Figure 1. Routing congestion.
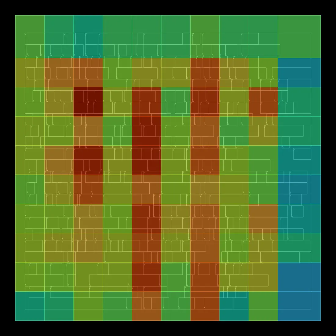
Figure 2. Local utilization.
The bar under the picture is 20 um long. The die is cut into 7 by 7 equal tiles; black is low, pale yellow is high, 0 to 100% covered.
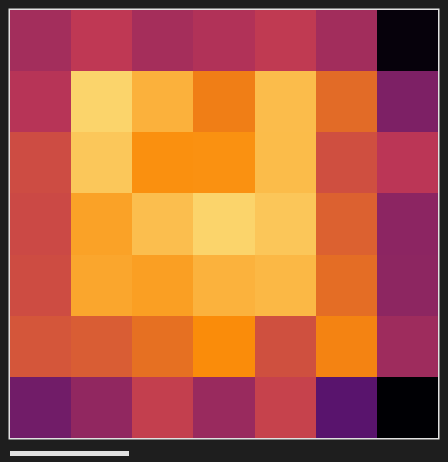
Figure 3. Wiring heat map.
The bar under the picture is 20 um long. The die is cut into 14 by 14 equal tiles; black is low, pale yellow is high, scaled to the fullest tile. Values are wire area over tile area, all layers added.
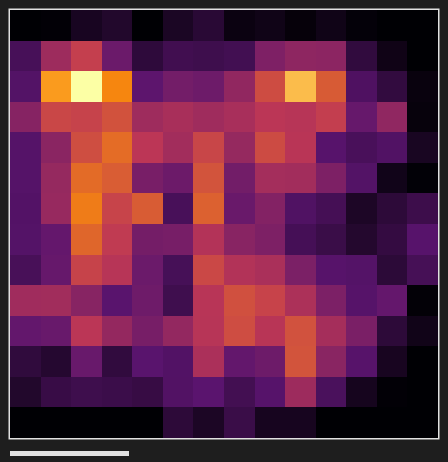
Figure 4. Metal 2.
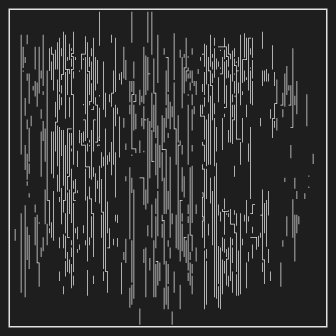
Figure 5. M1 wires.
The bar under the picture is 20 um long.
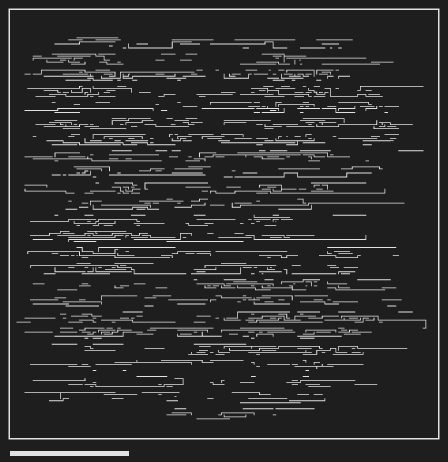
File: src/rtl/clk_lock_monitor.sv
// PLL lock supervisor: synchronises, qualifies and tracks NUM_CH lock inputs and derives a downstream reset.
// Optional blinking heartbeat LED is built when LOCK_MON_HEARTBEAT_EN is defined.

module clk_lock_chan #(
    parameter int SYNC_STAGES   = 2,
    parameter int STABLE_CYCLES = 1024,
    parameter int CNT_W         = 8
) (
    input  logic             clk,
    input  logic             reset,
    input  logic             lock_async,
    input  logic             clear_sticky,
    output logic             lock_ok,
    output logic             lost_sticky,
    output logic [CNT_W-1:0] loss_count
);
    localparam int QW = (STABLE_CYCLES > 1) ? $clog2(STABLE_CYCLES) : 1;
    localparam logic [QW-1:0] Q_LAST = QW'(STABLE_CYCLES - 1);

    typedef enum logic [1:0] {UNLOCKED, QUALIFY, LOCKED} state_t;

    logic [SYNC_STAGES-1:0] sync;
    logic                   s;
    state_t                 state, state_nxt;
    logic [QW-1:0]          q, q_nxt;
    logic                   loss;

    always_ff @(posedge clk or posedge reset) begin
        if (reset) sync <= '0;
        else       sync <= {sync[SYNC_STAGES-2:0], lock_async};
    end

    assign s = sync[SYNC_STAGES-1];

    always_ff @(posedge clk or posedge reset) begin
        if (reset) begin
            state <= UNLOCKED;
            q     <= '0;
        end else begin
            state <= state_nxt;
            q     <= q_nxt;
        end
    end

    // Only a drop out of LOCKED counts as a loss; aborting a qualification does not.
    always_comb begin
        state_nxt = state;
        q_nxt     = q;
        loss      = 1'b0;
        case (state)
            UNLOCKED: if (s) begin
                state_nxt = QUALIFY;
                q_nxt     = '0;
            end
            QUALIFY: begin
                if (!s)              state_nxt = UNLOCKED;
                else if (q == Q_LAST) state_nxt = LOCKED;
                else                 q_nxt = q + 1'b1;
            end
            LOCKED: if (!s) begin
                state_nxt = UNLOCKED;
                loss      = 1'b1;
            end
            default: state_nxt = UNLOCKED;
        endcase
    end

    assign lock_ok = (state == LOCKED);

    // A loss coinciding with a clear survives as the first event of the new epoch.
    always_ff @(posedge clk or posedge reset) begin
        if (reset) begin
            lost_sticky <= 1'b0;
            loss_count  <= '0;
        end else if (clear_sticky) begin
            lost_sticky <= loss;
            loss_count  <= CNT_W'(loss);
        end else if (loss) begin
            lost_sticky <= 1'b1;
            if (loss_count != '1) loss_count <= loss_count + 1'b1;
        end
    end
endmodule

module clk_lock_monitor #(
    parameter int NUM_CH        = 2,
    parameter int SYNC_STAGES   = 2,
    parameter int STABLE_CYCLES = 1024,
    parameter int CNT_W         = 8,
    parameter int HEARTBEAT_DIV = 24
) (
    input  logic                    clk,
    input  logic                    reset,
    input  logic [NUM_CH-1:0]       lock_in,
    input  logic                    clear_sticky,
    output logic [NUM_CH-1:0]       lock_ok,
    output logic                    all_locked,
    output logic                    rst_out,
    output logic [NUM_CH-1:0]       lost_sticky,
    output logic [NUM_CH*CNT_W-1:0] loss_count,
    output logic                    heartbeat_led
);
    if (NUM_CH < 1 || SYNC_STAGES < 2 || STABLE_CYCLES < 1 || CNT_W < 1 || HEARTBEAT_DIV < 3) begin : g_bad_param
        $error("clk_lock_monitor: parameter out of range");
    end

    for (genvar i = 0; i < NUM_CH; i++) begin : g_ch
        clk_lock_chan #(
            .SYNC_STAGES  (SYNC_STAGES),
            .STABLE_CYCLES(STABLE_CYCLES),
            .CNT_W        (CNT_W)
        ) u_chan (
            .clk         (clk),
            .reset       (reset),
            .lock_async  (lock_in[i]),
            .clear_sticky(clear_sticky),
            .lock_ok     (lock_ok[i]),
            .lost_sticky (lost_sticky[i]),
            .loss_count  (loss_count[i*CNT_W +: CNT_W])
        );
    end

    always_ff @(posedge clk or posedge reset) begin
        if (reset) begin
            all_locked <= 1'b0;
            rst_out    <= 1'b1;
        end else begin
            all_locked <= &lock_ok;
            rst_out    <= ~all_locked;
        end
    end

`ifdef LOCK_MON_HEARTBEAT_EN
    logic [HEARTBEAT_DIV-1:0] hb;

    always_ff @(posedge clk or posedge reset) begin
        if (reset) hb <= '0;
        else       hb <= hb + 1'b1;
    end

    // Fast blink flags a clock fault, slow blink means everything is locked.
    assign heartbeat_led = all_locked ? hb[HEARTBEAT_DIV-1] : hb[HEARTBEAT_DIV-3];
`else
    assign heartbeat_led = all_locked;
`endif
endmodule

File: config.mk
export PLATFORM = sky130hd
export DESIGN_NAME = clk_lock_monitor
export DESIGN_NICKNAME = d
export VERILOG_FILES = /design/src/rtl/clk_lock_monitor.sv
export SDC_FILE = /design/constraint.sdc
export NUM_CORES = 1
export LEC_CHECK = 0
export CAP_MARGIN = 20
export CORE_MARGIN = 2
export CORE_UTILIZATION = 52
export CTS_BUF_LIST = sky130_fd_sc_hd__clkbuf_2
export CTS_CLUSTER_DIAMETER = 50
export DETAILED_ROUTE_END_ITERATION = 8
export PLACE_DENSITY = 0.78
export RECOVER_POWER = 25
export SYNTH_ARGS = -nofsm -noshare
export SYNTH_HDL_FRONTEND = slang
export SYNTH_SLANG_ARGS = --single-unit
File: constraint.sdc
create_clock -name clk -period 1.71 [get_ports clk]
set_input_delay 0.513 -clock clk [delete_from_list [all_inputs] [get_ports clk]]
set_output_delay 0.513 -clock clk [all_outputs]
set_load 0.03 [all_outputs]
==> results.json <==
{
  "cts_buffer_depth": 2,
  "dieArea_mm2": 0.00521,
  "numSequentialCells": 48,
  "hold_viol": 0,
  "most-common-layout-cells": "48 x buf_4, 44 x dfrtp_1, 23 x nand2_1, 17 x a21oi_1, 17 x buf_2",
  "post-route-period-util": 1.04,
  "cpPeakStageDelay_ns": 0.45,
  "pwr-share-seq": 0.610,
  "clock_area_frac": 0.0206,
  "finClkSkew_ns": 0.0127,
  "cts_root_buf": "clkbuf_2",
  "status": "finished with violations",
  "final-setup-viol-count": 4,
  "grt_max_degree": 49,
  "synth_area_mm2": 0.00242,
  "fmax_mhz": 565,
  "mux_share": 0.0171,
  "power_frac_comb": 0.075,
  "top_cell_area_share": 0.486,
  "largest_reg_flops": 20,
  "first_iter_violations": 127,
  "p_clk_w": 0.000613,
  "comb_share": 0.374,
  "finalMaxSlewViolations": 0,
  "ys_top_logic_family": "simple AND/OR/NAND/NOR gates",
  "clockBufferCount": 6,
  "drv_cap": 0,
  "avgSynthCellArea_um2": 9.79,
  "fin_nets": 330,
  "grt_pass1_vias": 2054,
  "dr.pass1.iters": 4,
  "fin_ws_ns": -0.0605,
  "yosys.area.top_type": "dfrtp_1",
  "fp_nets": 256,
  "violations": "setup timing",
  "edf_count": 0,
  "power_density_mw_per_mm2": 616,
  "hpwl_mm": 3.73,
  "tapCellCount": 52,
  "simple_gate_share": 0.217,
  "signal_buffers": 78,
  "crit_fanout": 2,
  "placement_rows": 24,
  "wl_mm": 5.66,
  "path_class": "reg -> out",
  "diodes": 0
}
## Picture notes: Figure 1
GR Util met1: 0.290
Wirelength per Cell: 15.1 um
final core utilization: 0.715
M2 GR Usage: 0.396

## Picture notes: Figure 2
tiles over 75% full	31%
nearly empty tiles	4.1%
mean over tiles	59%
densest ninth of the die	middle
fullest tile	91%

## Picture notes: Figure 3
fullest tile	0.59
nearly empty tiles	12%
tiles over half the peak	16%

## Picture notes: Figure 4
nets with wire on the layer	293
share of all routed wire	49%
main direction	vertical
wire length on this layer	2790 um
longest straight run	32.6 um

## Picture notes: Figure 5
wire length on this layer	2530 um
longest straight run	19.3 um
nets with wire on the layer	296
share of all routed wire	45%

==> final timing paths <==
check	end	slack (ns)	cells past startpoint	start
worst max-delay path	lock_ok[1]	-0.06	3	g_ch[1].u_chan.state[1]
worst min-delay path	g_ch[1].u_chan.sync[1]	0.38	0	g_ch[1].u_chan.sync[0]
worst max register to register	g_ch[0].u_chan.loss_count[5]	-0.05	5	g_ch[0].u_chan.state[0]
worst min register to register	g_ch[1].u_chan.sync[1]	0.38	0	g_ch[1].u_chan.sync[0]
max in group asynchronous	g_ch[0].u_chan.q[3]	0.26	3	reset
min in group asynchronous	g_ch[0].u_chan.lost_sticky	0.76	3	reset
==> metrics by stage <==
| step | std cells | total power [W] | cell area [um^2] | util |
|---|---|---|---|---|
| 2_1_floorplan | 247 | 0.00128 | 2420 | - |
| 3_3_place_gp | 348 | 0.00134 | 2960 | 0.670 |
| 3_5_place_dp | 348 | 0.00134 | 2960 | 0.670 |
| 4_1_cts | 366 | 0.00196 | 3110 | 0.704 |
| 5_1_grt | 374 | 0.00203 | 3160 | 0.715 |
| 6_report | 374 | 0.00194 | 3160 | 0.715 |
==> routing by layer <==
layer  part of all wire  vias up
li1                   -     1057
met1               0.45     1077
met2               0.49       68
met3              0.045        9
met4              0.016        0
met5                  0        -
==> worst max-delay path: cells and delay by family, from the launching register on <==
kind | cells | cell delay (ns)
flip-flops | 1 | 0.45
buffers and inverters | 2 | 0.26
AND/OR/NAND/NOR | 1 | 0.12
==> what timing repair did <==
| action | 4_1_cts | 5_1_grt |
|---|---|---|
| pin swaps | 1 | 3 |
| resized | 84 | 40 |
| setup endpoints to repair | 25 | 33 |
| setup buffers | 10 | 8 |
No activity file was given, so power comes from the tool's default toggle rates.
